### src/rtl/output_buffer_pkg.sv
`default_nettype none
// ============================================================================
//  Module   : output_buffer_pkg
//  Purpose  : Shared types and default sizes for the accumulator output buffer
//  Revision : 1.0 - initial release
// ============================================================================
package output_buffer_pkg;

  // bfp32 word width, common to the accumulator and bfp32_adder
  localparam int c_BFP32_W = 32;

  // Default buffer geometry; DEPTH must equal 2**ADDR_W
  localparam int c_ADDR_W = 4;
  localparam int c_DEPTH  = 16;
  localparam int c_DATA_W = c_BFP32_W;

  // Drain sequencer states
  typedef enum logic [1:0] {
    IDLE = 2'd0,
    SCAN = 2'd1,
    SEND = 2'd2,
    DONE = 2'd3
  } obuf_state_e;

endpackage
`default_nettype wire

### src/rtl/output_buffer_if.sv
`default_nettype none
// ============================================================================
//  Module   : output_buffer_if
//  Purpose  : valid/ready stream carrying drained entries (data + entry index)
//  Revision : 1.0 - initial release
// ============================================================================
interface output_buffer_if
  import output_buffer_pkg::*;
#(
  parameter int ADDR_W = c_ADDR_W,
  parameter int DATA_W = c_DATA_W
);

  logic              m_valid;
  logic              m_ready;
  logic [DATA_W-1:0] m_data;
  logic [ADDR_W-1:0] m_addr;

  // Buffer side drives the word, consumer side drives the accept
  modport master (output m_valid, output m_data, output m_addr, input m_ready);
  modport slave  (input m_valid, input m_data, input m_addr, output m_ready);

endinterface
`default_nettype wire

### src/rtl/output_buffer_mem.sv
`default_nettype none
// ============================================================================
//  Module   : obuf_mem
//  Purpose  : DEPTH x DATA_W register array, one write port, one async read
//  Revision : 1.0 - initial release
// ============================================================================
module obuf_mem
  import output_buffer_pkg::*;
#(
  parameter int DEPTH  = c_DEPTH,
  parameter int ADDR_W = c_ADDR_W,
  parameter int DATA_W = c_DATA_W
) (
  input  wire logic              clk,
  input  wire logic              wr_en,
  input  wire logic [ADDR_W-1:0] wr_addr,
  input  wire logic [DATA_W-1:0] wr_data,
  input  wire logic [ADDR_W-1:0] rd_addr,
  output logic      [DATA_W-1:0] rd_data
);

  // Storage is deliberately not reset; validity is tracked by the owner
  logic [DATA_W-1:0] r_mem [DEPTH];

  // Single write port
  always_ff @(posedge clk) begin
    if (wr_en) r_mem[wr_addr] <= wr_data;
  end

  assign rd_data = r_mem[rd_addr];

endmodule
`default_nettype wire

### src/rtl/output_buffer.sv
`default_nettype none
// ============================================================================
//  Module   : output_buffer
//  Purpose  : Captures accumulator results into addressed entries and drains
//             valid entries in ascending address order over a stream
//  Revision : 1.0 - initial release
// ============================================================================
module output_buffer
  import output_buffer_pkg::*;
#(
  parameter int DEPTH  = c_DEPTH,
  parameter int ADDR_W = c_ADDR_W,
  parameter int DATA_W = c_DATA_W
) (
  input  wire logic              clk,
  input  wire logic              rst,          // asynchronous, active-low
  input  wire logic              wr_en,
  input  wire logic [ADDR_W-1:0] wr_addr,
  input  wire logic [DATA_W-1:0] wr_data,
  input  wire logic              drain_start,
  output_buffer_if.master        m,
  output logic                   busy,
  output logic                   done,
  output logic      [ADDR_W:0]   occupancy,
  output logic                   overwrite_err,
  input  wire logic              err_clear
);

  localparam logic [ADDR_W-1:0] c_LAST = ADDR_W'(DEPTH - 1);

  obuf_state_e       r_state, w_state_nxt;
  logic [ADDR_W-1:0] r_ptr, w_ptr_nxt;
  logic              w_load;
  logic [DEPTH-1:0]  r_valid;
  logic [ADDR_W:0]   r_occ;
  logic              r_err;
  logic              r_m_valid;
  logic [DATA_W-1:0] r_m_data;
  logic [ADDR_W-1:0] r_m_addr;
  logic [DATA_W-1:0] w_rd_data;

  logic w_retire, w_hit_ptr, w_inc, w_dec, w_overwrite;

  // A handshake retiring the entry that is being rewritten in the same cycle
  // leaves it valid with the new data, so it is neither an error nor a count change.
  assign w_retire    = (r_state == SEND) && m.m_ready;
  assign w_hit_ptr   = wr_en && (wr_addr == r_ptr);
  assign w_inc       = wr_en && !r_valid[wr_addr];
  assign w_dec       = w_retire && !w_hit_ptr;
  assign w_overwrite = wr_en && r_valid[wr_addr] && !(w_retire && w_hit_ptr);

  obuf_mem #(
    .DEPTH  (DEPTH),
    .ADDR_W (ADDR_W),
    .DATA_W (DATA_W)
  ) u_mem (
    .clk     (clk),
    .wr_en   (wr_en),
    .wr_addr (wr_addr),
    .wr_data (wr_data),
    .rd_addr (r_ptr),
    .rd_data (w_rd_data)
  );

  // Drain sequencer state register
  always_ff @(posedge clk or negedge rst) begin
    if (!rst) begin
      r_state <= IDLE;
      r_ptr   <= '0;
    end else begin
      r_state <= w_state_nxt;
      r_ptr   <= w_ptr_nxt;
    end
  end

  // Next-state: scan one entry per cycle, hold in SEND until accepted
  always_comb begin
    w_state_nxt = r_state;
    w_ptr_nxt   = r_ptr;
    w_load      = 1'b0;
    case (r_state)
      IDLE: begin
        if (drain_start) begin
          w_ptr_nxt   = '0;
          w_state_nxt = SCAN;
        end
      end
      SCAN: begin
        if (r_valid[r_ptr]) begin
          w_load      = 1'b1;
          w_state_nxt = SEND;
        end else if (r_ptr == c_LAST) begin
          w_state_nxt = DONE;
        end else begin
          w_ptr_nxt   = r_ptr + 1'b1;
        end
      end
      SEND: begin
        if (m.m_ready) begin
          if (r_ptr == c_LAST) begin
            w_state_nxt = DONE;
          end else begin
            w_ptr_nxt   = r_ptr + 1'b1;
            w_state_nxt = SCAN;
          end
        end
      end
      DONE:    w_state_nxt = IDLE;
      default: w_state_nxt = IDLE;
    endcase
  end

  // Output word snapshot taken in SCAN so later writes cannot disturb it
  always_ff @(posedge clk or negedge rst) begin
    if (!rst) begin
      r_m_valid <= 1'b0;
      r_m_data  <= '0;
      r_m_addr  <= '0;
    end else if (w_load) begin
      r_m_valid <= 1'b1;
      r_m_data  <= w_rd_data;
      r_m_addr  <= r_ptr;
    end else if (w_retire) begin
      r_m_valid <= 1'b0;
    end
  end

  // Entry valid flags: a write takes priority over a retire of the same entry
  always_ff @(posedge clk or negedge rst) begin
    if (!rst) begin
      r_valid <= '0;
    end else begin
      if (w_retire) r_valid[r_ptr]   <= 1'b0;
      if (wr_en)    r_valid[wr_addr] <= 1'b1;
    end
  end

  // Occupancy count and sticky overwrite flag (a new overwrite beats a clear)
  always_ff @(posedge clk or negedge rst) begin
    if (!rst) begin
      r_occ <= '0;
      r_err <= 1'b0;
    end else begin
      r_occ <= r_occ + (ADDR_W+1)'(w_inc) - (ADDR_W+1)'(w_dec);
      if (w_overwrite)    r_err <= 1'b1;
      else if (err_clear) r_err <= 1'b0;
    end
  end

  assign m.m_valid     = r_m_valid;
  assign m.m_data      = r_m_data;
  assign m.m_addr      = r_m_addr;
  assign busy          = (r_state != IDLE);
  assign done          = (r_state == DONE);
  assign occupancy     = r_occ;
  assign overwrite_err = r_err;

endmodule
`default_nettype wire

### src/flat_wrapper.sv
// flat-port wrapper written by rule: the top's interface ports become plain ports
module output_buffer_flat import output_buffer_pkg::*;
#(
  parameter int DEPTH  = c_DEPTH,
  parameter int ADDR_W = c_ADDR_W,
  parameter int DATA_W = c_DATA_W
)
  (clk, rst, wr_en, wr_addr, wr_data, drain_start, busy, done, occupancy, overwrite_err, err_clear, m_m_valid, m_m_data, m_m_addr, m_m_ready);
  output_buffer_if #(.ADDR_W(ADDR_W), .DATA_W(DATA_W)) m_i ();
  input  wire logic clk;
  input  wire logic rst;
  input  wire logic wr_en;
  input  wire logic [ADDR_W-1:0] wr_addr;
  input  wire logic [DATA_W-1:0] wr_data;
  input  wire logic drain_start;
  output logic busy;
  output logic done;
  output logic      [ADDR_W:0] occupancy;
  output logic overwrite_err;
  input  wire logic err_clear;
  output wire logic [$bits(m_i.m_valid)-1:0] m_m_valid;
  output wire logic [$bits(m_i.m_data)-1:0] m_m_data;
  output wire logic [$bits(m_i.m_addr)-1:0] m_m_addr;
  input wire logic [$bits(m_i.m_ready)-1:0] m_m_ready;
  assign m_m_valid = m_i.m_valid;
  assign m_m_data = m_i.m_data;
  assign m_m_addr = m_i.m_addr;
  assign m_i.m_ready = m_m_ready;
  output_buffer #(.DEPTH(DEPTH), .ADDR_W(ADDR_W), .DATA_W(DATA_W)) u_core (.clk(clk), .rst(rst), .wr_en(wr_en), .wr_addr(wr_addr), .wr_data(wr_data), .drain_start(drain_start), .m(m_i), .busy(busy), .done(done), .occupancy(occupancy), .overwrite_err(overwrite_err), .err_clear(err_clear));
endmodule
### config.mk
export PLATFORM = sky130hd
export DESIGN_NAME = output_buffer_flat
export DESIGN_NICKNAME = d
export VERILOG_FILES = /design/src/rtl/output_buffer_pkg.sv /design/src/rtl/output_buffer_if.sv /design/src/rtl/output_buffer_mem.sv /design/src/rtl/output_buffer.sv /design/src/flat_wrapper.sv
export SDC_FILE = /design/constraint.sdc
export NUM_CORES = 1
export LEC_CHECK = 0
export CAP_MARGIN = 25
export CELL_PAD_IN_SITES_DETAIL_PLACEMENT = 0
export CELL_PAD_IN_SITES_GLOBAL_PLACEMENT = 1
export CORE_MARGIN = 4
export CORE_UTILIZATION = 50
export CTS_BUF_LIST = sky130_fd_sc_hd__clkbuf_2 sky130_fd_sc_hd__clkbuf_4 sky130_fd_sc_hd__clkbuf_8
export DETAILED_ROUTE_END_ITERATION = 6
export GPL_ROUTABILITY_DRIVEN = 0
export GPL_TIMING_DRIVEN = 0
export HOLD_SLACK_MARGIN = 0.02
export MAX_ROUTING_LAYER = met4
export PLACE_DENSITY_LB_ADDON = 0.1
export SLEW_MARGIN = 10
export SYNTH_ARGS = -nofsm -noshare
export SYNTH_HDL_FRONTEND = slang
export SYNTH_SLANG_ARGS = --single-unit
### constraint.sdc
create_clock -name clk -period 3.1 [get_ports clk]
set_clock_uncertainty 0.15 [all_clocks]
set_input_delay 0.62 -clock clk [delete_from_list [all_inputs] [get_ports clk]]
set_output_delay 0.62 -clock clk [all_outputs]
set_load 0.02 [all_outputs]
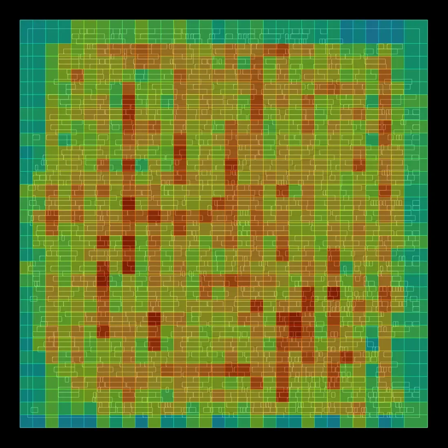
*Congestion heat map, run 1*
met2 usage: 0.365
GRT met1 Usage: 0.319

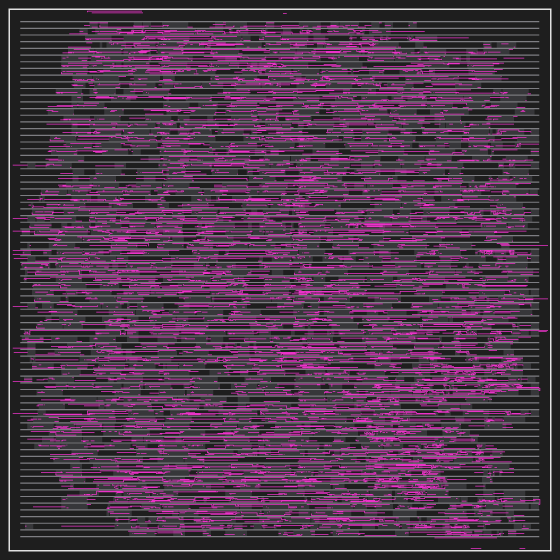
*M1 wires, run 1*
Supply wires on this layer in grey.
The layer carries 22.2 mm of wire. The layer holds 42% of the routed length. 1,253 nets have wire on it. The wires run mostly horizontal.
Vias: 11,135
Post-Route WL: 52.3 mm

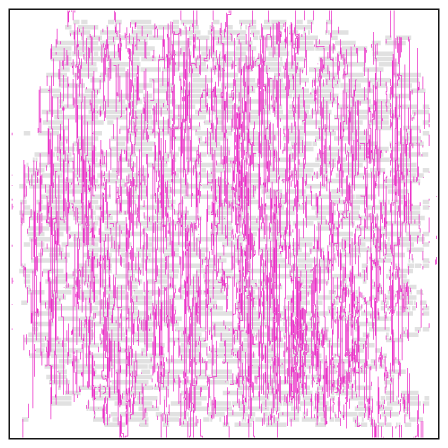
*M2 wires, run 1*
1,177 nets have wire on it. The longest straight run is 104 um.

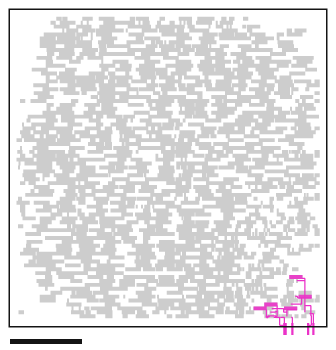
*I/O nets highlighted, run 1*
The bar under the picture is 50 um long.
Key: magenta = `occupancy` [bits 5, direction output, end cells 5, buffers 5, wire 169 um]
Port Buffers: 82
io pins: 87

==> reports/qor.csv, run 1 <==
metric;value;unit
status;completed;
clk_latency;660;ps
holdPathStages;2;
hpwl;32.9;mm
yosys_most_used_dff;edfxtp_1;
slowest_delay;530;ps
logic_family;multiplexers;
worst_pin_slew;1000;ps
seq-cell-share;0.640;
cts-resized-gates;9;
top_area_cell;edfxtp_1;
chipArea;48200;um^2
cp-start-kind;register;
clockPowerShare;0.303;
die_height;220;um
min_period;2960;ps
top_cells_by_count;edfxtp_1, mux4_2, nand2_1;
post-place-ws;-674;ps
cp_top_family;multiplexers;
ys_sh_simple;0.0289;
top_area_frac;0.687;
crit_chain;buf_6, mux4_2, mux2_2, a22o_1, buf_1, nand2_1, nand2_1;
synth.most_common_cell;edfxtp_1;
drive_above_1_share;0.307;
postLayoutCellArea;26600;um^2
n_tap_cell;592;
finalWorstSetupSlack;135;ps
finalSetupTns;0;ps
non_clock_buffer_count;164;
maxSlewHeadroom;0.330;
tool_warnings;34;
ys_warn_count;0;
comb_power_share;0.269;
rsz0062_at_grt;false;
firstDrtPassIters;5;
syn_inst;1050;
rrSetupSlack;140;ps
synthDistinctLibCells;41;
ys_sh_adder;0.00872;
clock_power;0.00655;W
track_usage;0.230;
drtIter0Drc;927;
num-nonclk-inverters;14;
final_cells;1926;
antenna_found_initial;3;
buf_share;0.0608;
switching_share;0.287;
avgSynthCellArea;21.3;um^2
r2r_cells;7;
hold_buffers;1;
wire_per_inst;27.2;um
core-area;44200;um^2
switchingPower;0.00620;W
worstSetupPathType;reg -> reg;
final_core_util;0.600;
logic_gate_count;407;
p_per_area;814;nW/um^2
ant_nets;0;
antenna_cells;3;
grt_start_max_net_pins;37;
critPathMaxFanout;19;
cts_made_buffers;92;
first_global_vias;11559;
num-nets-final;1313;
synthesis.nets;1107;
hold_end;u_core.m.m_data[5];
cts_tree;yes;
crit_top_cell;nand2_1;
pg_comb;0.00581;W
vdd_drop_max;0.444;mV
overflow;0;
area_growth;18.6;%
cp.arrival;3320;ps
cp.required;3450;ps
rows;77;
logic_area;5250;um^2
grt_pass1_wl;77.4;mm
ys_cells;1050;
viasPerCell;5.78;
clk_share;0.0710;
cts.path.max_buffers;3;
p_leak;8.78;nW
fmax;337;MHz
worstReg2RegStart;u_core.r_ptr[1];
clkbuf_count;147;
synthArstFlopShare;0.113;
finalClockPeriodUsage;0.956;
-- run 1: state kept, by name, summed over array words and instances (netlist names) --
| name | flops |
|---|---|
| u_core.u_mem.r_mem | 512 |
| u_core.m.m_data | 32 |
| u_core.r_valid | 16 |
| u_core.occupancy | 5 |
| u_core.m.m_addr | 4 |
| u_core.r_ptr | 4 |
| u_core.r_state | 2 |
| u_core.m.m_valid | 1 |
| u_core.overwrite_err | 1 |
-- run 1: layer usage --
| metal | global-route usage | up-vias | share of wire |
|---|---|---|---|
| li1 | - | 4730 | - |
| met1 | 0.319 | 5974 | 0.42 |
| met2 | 0.365 | 365 | 0.50 |
| met3 | 0.0404 | 66 | 0.059 |
| met4 | 0.0565 | 0 | 0.015 |
| met5 | - | - | 0 |
==> run 2, diff against run 1 <==
Settings changed: ABC_CLOCK_PERIOD_IN_PS set to 3100.
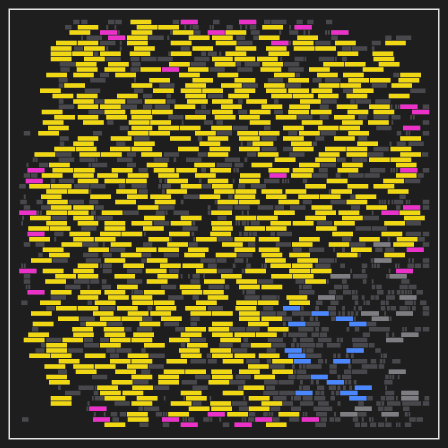
*Where the registers sit, run 2*
Other sequential cells in the stronger grey, the rest of the logic in the fainter grey.
Key: yellow = `u_core.u_mem.r_mem` [flops 512, where all over the die]; magenta = `u_core.m.m_data` [flops 32, where all over the die]; blue = `u_core.r_valid` [flops 16, where bottom right]
Another 17 sequential cells are not coloured.
post-layout util: 0.600
Seq. cell area: 17,000 um^2
Seq power: 0.00926 W
sequential portion of the cell area: 0.640

==> reports/qor.csv, run 2 <==
metric;value;unit
cts.sinks;577;
lay_top_cells;edfxtp_1, mux4_2, nand2_1;
firstDrtPassIters;5;
top_cells_by_count;edfxtp_1, mux4_2, nand2_1;
rrSetupSlack;140;ps
vdd_drop_max;0.444;mV
crit_top_cell;nand2_1;
ys_area;22400;um^2
io_pins;87;
critPathMaxFanout;19;
comb_power_share;0.269;
finalSetupTns;0;ps
switchingPower;0.00620;W
cts_tree;yes;
synthArstFlopShare;0.113;
use_met1;0.319;
cp_top_family;multiplexers;
die_height;220;um
wl;52.3;mm
logic_gate_count;407;
drc;0;
ys_cells;1050;
r2r_cells;7;
track_usage;0.230;
non_clock_buffer_count;164;
worst_pin_slew;1000;ps
top_area_cell;edfxtp_1;
cts.path.max_buffers;3;
cp-start-kind;register;
ant_nets;0;
met3_usage;0.0404;
clk_latency;660;ps
crit_chain;buf_6, mux4_2, mux2_2, a22o_1, buf_1, nand2_1, nand2_1;
buf_share;0.0608;
p_per_area;814;nW/um^2
use_met2;0.365;
clock_power;0.00655;W
clockPowerShare;0.303;
synthesis.nets;1107;
wire_per_inst;27.2;um
chipWidth;220;um
cts-root-buf;clkbuf_8;
slowest_delay;530;ps
final_cells;1926;
num-nets-final;1313;
p_leak;8.78;nW
antenna_cells;3;
chipArea;48200;um^2
wl_met2;26.3;mm
worstReg2RegStart;u_core.r_ptr[1];
post-place-ws;-674;ps
busiest_layer;met2;
postLayoutCellArea;26600;um^2
status;completed;
syn_inst;1050;
logic_area;5250;um^2
rows;77;
cts_made_buffers;92;
num-nonclk-inverters;14;
hpwl;32.9;mm
finalWorstSetupSlack;135;ps
drive_above_1_share;0.307;
cp.arrival;3320;ps
ys.flops;577;
htreeDepth;3;
lay_top_count;edfxtp_1;
grt_pass1_wl;77.4;mm
tool_warnings;34;
n_tap_cell;592;
synthDistinctLibCells;41;
clkbuf_count;147;
cp.required;3450;ps
holdPathStages;2;
finalClockPeriodUsage;0.956;
regMostFlops;u_core.u_mem.r_mem;
clk_share;0.0710;
sh_comb_area;0.198;
synth.most_common_cell;edfxtp_1;
avgSynthCellArea;21.3;um^2
hold_end;u_core.m.m_data[5];
pg_comb;0.00581;W
path_depth;7;
core-area;44200;um^2
antenna_found_initial;3;
largest_reg_flops;512;
area_growth;18.6;%
largest_class;flip-flops and latches;
portBuffers;82;
maxSlewHeadroom;0.330;
top_area_frac;0.687;
vias;11135;
viasPerCell;5.78;
worstSetupPathType;reg -> reg;
drtIter0Drc;927;
grt_start_max_net_pins;37;
rsz0062_at_grt;false;
yosys_most_used_dff;edfxtp_1;
wl_met1;22.2;mm
min_period;2960;ps
wl_met3;3.09;mm
fmax;337;MHz
top_layer;met4;
ys_warn_count;0;
overflow;0;
switching_share;0.287;
first_global_vias;11559;
## run 2: cell families (layout without fill, tap and decap cells)
group           count (synthesis)  after routing  share of synthesized area
compound gates                 56             56                     0.0149
other cells                     0              3                          0
flops                         577            577                      0.759
simple gates                  154            154                     0.0289
fa+ha+maj                      15             15                    0.00872
mux                           174            174                      0.172
buf+inv                        66            347                     0.0126
xor+xnor                        8              8                    0.00313
## run 2: timing repair
item / CTS / global route
hold buffers: 1 / 0
endpoints found under the hold margin: 29 / 0
gates cloned: 0 / 0
gates resized: 9 / 9
pin swaps: 0 / 2
setup endpoints to repair: 33 / 22
setup buffers: 0 / 7
## run 2: worst register-to-register path: stages (launching register included)
cell and delay (ps):
dfrtp_1 380, buf_6 260, mux4_2 540, mux2_2 360, a22o_1 350, buf_1 420
nand2_1 280, nand2_1 90
Power is estimated from default activity; no workload was simulated.
